## src/rtl/pipeline_hazard_ctrl.sv

```systemverilog
// Central pipeline control: load-use, branch, exception, mul/div occupancy and halt
// handling, driving buffer hold/flush, PC hold and a saturating stall-cycle counter.
module pipeline_hazard_ctrl #(
  parameter int unsigned REG_W     = 4,
  parameter int unsigned MD_CYCLES = 16,
  parameter int unsigned CNT_W     = 16
) (
  input  logic             clock,
  input  logic             reset,
  input  logic [REG_W-1:0] id_rs,
  input  logic [REG_W-1:0] id_rt,
  input  logic             id_uses_rs,
  input  logic             id_uses_rt,
  input  logic             id_muldiv,
  input  logic             ex_mem_read,
  input  logic [REG_W-1:0] ex_rd,
  input  logic             ex_branch_taken,
  input  logic             ex_halt,
  input  logic             ex_exc,
  output logic             pc_hold,
  output logic             ifid_hold,
  output logic             ifid_flush,
  output logic             idex_hold,
  output logic             idex_flush,
  output logic             exmem_flush,
  output logic             exc_redirect,
  output logic             md_busy,
  output logic             halted,
  output logic [CNT_W-1:0] stall_cycles
);

  localparam int unsigned MD_CNT_W = 5;

  typedef enum logic [1:0] {
    S_RUN     = 2'd0,
    S_MD_WAIT = 2'd1,
    S_HALT    = 2'd2
  } state_t;

  state_t              state_q, state_d;
  logic [MD_CNT_W-1:0] md_cnt_q, md_cnt_d;
  logic [CNT_W-1:0]    stall_q, stall_d;
  logic                load_use;

  // Register 0 is hardwired, so a load targeting it never creates a dependency.
  assign load_use = ex_mem_read && (ex_rd != '0) &&
                    ((id_uses_rs && (id_rs == ex_rd)) || (id_uses_rt && (id_rt == ex_rd)));

  always_ff @(posedge clock) begin
    if (!reset) begin
      state_q  <= S_RUN;
      md_cnt_q <= '0;
      stall_q  <= '0;
    end else begin
      state_q  <= state_d;
      md_cnt_q <= md_cnt_d;
      stall_q  <= stall_d;
    end
  end

  always_comb begin
    state_d      = state_q;
    md_cnt_d     = md_cnt_q;
    pc_hold      = 1'b0;
    ifid_hold    = 1'b0;
    ifid_flush   = 1'b0;
    idex_hold    = 1'b0;
    idex_flush   = 1'b0;
    exmem_flush  = 1'b0;
    exc_redirect = 1'b0;
    md_busy      = 1'b0;
    halted       = 1'b0;
    if (reset) begin
      unique case (state_q)
        S_RUN: begin
          if (ex_exc) begin
            ifid_flush   = 1'b1;
            idex_flush   = 1'b1;
            exmem_flush  = 1'b1;
            exc_redirect = 1'b1;
          end else if (ex_halt) begin
            ifid_flush = 1'b1;
            idex_flush = 1'b1;
            pc_hold    = 1'b1;
            state_d    = S_HALT;
          end else if (ex_branch_taken) begin
            ifid_flush = 1'b1;
            idex_flush = 1'b1;
          end else if (load_use) begin
            pc_hold    = 1'b1;
            ifid_hold  = 1'b1;
            idex_flush = 1'b1;
          end else if (id_muldiv) begin
            // Let the mul/div advance into ID/EX this cycle, then freeze around it.
            state_d  = S_MD_WAIT;
            md_cnt_d = MD_CNT_W'(MD_CYCLES - 1);
          end
        end
        S_MD_WAIT: begin
          md_busy = 1'b1;
          if (ex_exc) begin
            ifid_flush   = 1'b1;
            idex_flush   = 1'b1;
            exmem_flush  = 1'b1;
            exc_redirect = 1'b1;
            md_cnt_d     = '0;
            state_d      = S_RUN;
          end else if (md_cnt_q != '0) begin
            pc_hold     = 1'b1;
            ifid_hold   = 1'b1;
            idex_hold   = 1'b1;
            exmem_flush = 1'b1;
            md_cnt_d    = md_cnt_q - MD_CNT_W'(1);
          end else begin
            state_d = S_RUN;
          end
        end
        S_HALT: begin
          halted     = 1'b1;
          pc_hold    = 1'b1;
          ifid_hold  = 1'b1;
          idex_flush = 1'b1;
        end
        default: state_d = S_RUN;
      endcase
    end
  end

  // Saturating count of PC-hold cycles for performance debug.
  always_comb begin
    stall_d = stall_q;
    if (pc_hold && (stall_q != {CNT_W{1'b1}})) begin
      stall_d = stall_q + CNT_W'(1);
    end
  end

  assign stall_cycles = stall_q;

endmodule

```

## config.mk

```make
export PLATFORM = sky130hd
export DESIGN_NAME = pipeline_hazard_ctrl
export DESIGN_NICKNAME = d
export VERILOG_FILES = /design/src/rtl/pipeline_hazard_ctrl.sv
export SDC_FILE = /design/constraint.sdc
export NUM_CORES = 1
export LEC_CHECK = 0
export ABC_AREA = 1
export CAP_MARGIN = 15
export CORE_UTILIZATION = 31
export DETAILED_ROUTE_END_ITERATION = 10
export MAX_ROUTING_LAYER = met4
export PLACE_DENSITY = 0.57
export SYNTH_ARGS = -nofsm -noshare
export SYNTH_HDL_FRONTEND = slang
export SYNTH_SLANG_ARGS = --single-unit
```

## constraint.sdc

```tcl
create_clock -name clock -period 2.65 [get_ports clock]
set_input_delay 0.53 -clock clock [delete_from_list [all_inputs] [get_ports clock]]
set_output_delay 0.53 -clock clock [all_outputs]
set_load 0.02 [all_outputs]
```

Fig. 1: where the registers sit
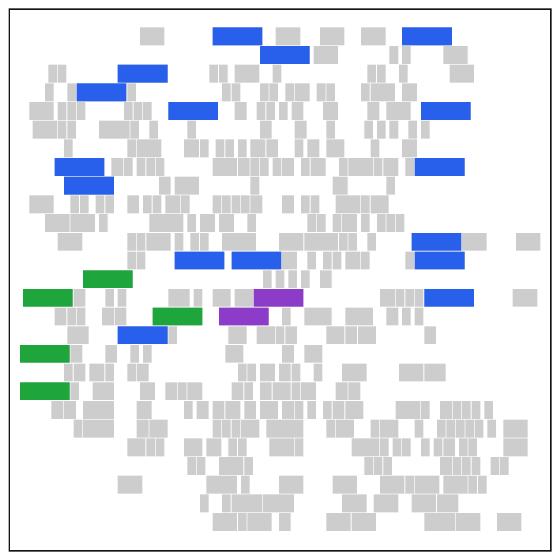
- green: md_cnt_q (sequential cells 5; where left middle)
- blue: stall_cycles (sequential cells 16)
- purple: state_q (sequential cells 2)
fin util: 0.442
Seq area share: 0.187
Sequential Area: 460 µm²
Seq. pwr: 387 µW

Fig. 2: cell outlines without signal wires
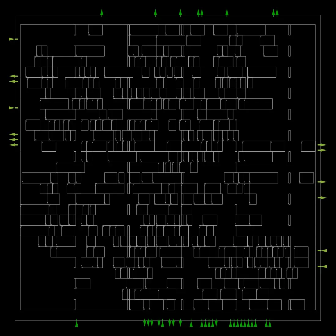
# fillers: 608
Tapcell Cnt: 72

Fig. 3: the metal 2 layer
Bar = 20 µm.
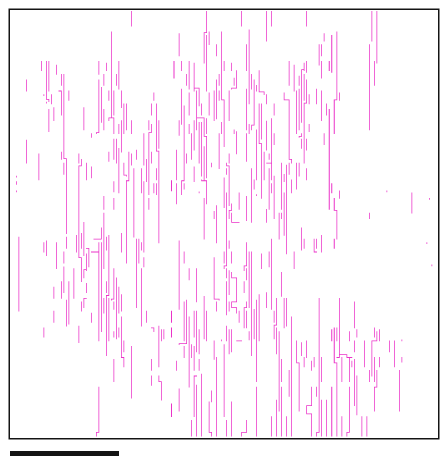
- wire length on this layer: 2060 µm
- nets with wire on the layer: 297
- longest straight run: 24.7 µm
- main direction: vertical
- share of all routed wire: 47%
M2 GR Usage: 0.276
total number of vias: 1969
final WL: 4400 µm

==> impl_metrics.py <==
# Physical implementation metrics
metrics = {
    "clock_tree": {
        "htree_levels": 1,
        "cts_num_sinks": 23,
        "post_cts_buffers": 0,
        "numCtsBuffers": 3,
        "clk_pin_slew_worst_paths_ns": 0.09,
        "cts.root.buffer_cell": "clkbuf_8",
    },
    "final_timing": {
        "finalHoldViolCount": 0,
        "skew_ns": 0.00283,
        "fin_ws_ns": 0.135,
        "period_used_share": 0.949,
        "final.setup.tns_ns": 0,
    },
    "critical_path": {
        "path_cells": "clkdlybuf4s50_1 -> inv_1 -> nor2_1 -> clkdlybuf4s50_1",
        "cp_max_fo": 8,
        "r2r-start": "stall_cycles[1]",
        "worstSetupEndpointType": "output port",
        "critPathMaxStageDelay_ns": 0.62,
        "slowest_stage": "clkdlybuf4s50_1",
        "crit_arrival_ns": 1.98,
    },
    "yosys": {
        "ys_cells": 307,
        "top_cell": "nand2_1",
        "fa_ha_area_frac": 0.0206,
        "synth_seq_share": 0.253,
        "synth.distinct_cells": 30,
        "ys_ff": 23,
        "yosys.area.top_type": "dfxtp_1",
        "synth-xor-area-share": 0.0192,
        "synth-edff-count": 0,
        "syn_avg_cell_area_um2": 5.93,
    },
    "grt": {
        "antenna_found_initial": 0,
        "grt_max_degree": 40,
        "grt_pass1_wl_um": 7940,
        "grt_pass1_vias": 1894,
        "use_met1": 0.195,
        "globalRouteMet3Util": 0.0291,
    },
    "hold_path": {
        "hold_end": "md_cnt_q[3]",
        "holdPathStages": 2,
    },
    "run": {
        "warnings": 27,
    },
    "power_and_ir_drop": {
        "p_int_uw": 620,
        "p_clk_frac": 0.235,
        "comb_cell_power_uw": 344,
        "p_sw_frac": 0.352,
        "power_switching_uw": 336,
        "power_per_cell_area_nw_per_um2": 388,
        "power_frac_comb": 0.360,
        "ir_worst_vdd_v": 0.000211,
        "finalPower_uw": 956,
    },
    "finish": {
        "final_area_um2": 2460,
        "drive_gt1_frac": 0.133,
        "final_cell_mix": "76 x nand2_1, 52 x nor2_1, 50 x inv_1, 38 x clkdlybuf4s50_1, 23 x dfxtp_1",
        "n_all_buffers": 61,
        "seq_cells": 23,
    },
    "die": {
        "die_y_um": 78.6,
        "die_w_um": 78.6,
        "die-area_um2": 6180,
    },
    "status": {
        "outcome": "finished, final reports clean",
    },
    "place": {
        "hpwlAfterDp_um": 3370,
        "post-place-ws_ns": -0.380,
        "place_congestion": 0.805,
    },
    "drt": {
        "drc": 0,
        "m1WireLength_um": 2210,
        "highest_layer": "met4",
        "routed-wl-met2_um": 2060,
        "postRouteAntennaNets": 0,
    },
}
Power figures rest on the tool's default switching activity, not on a simulated workload.
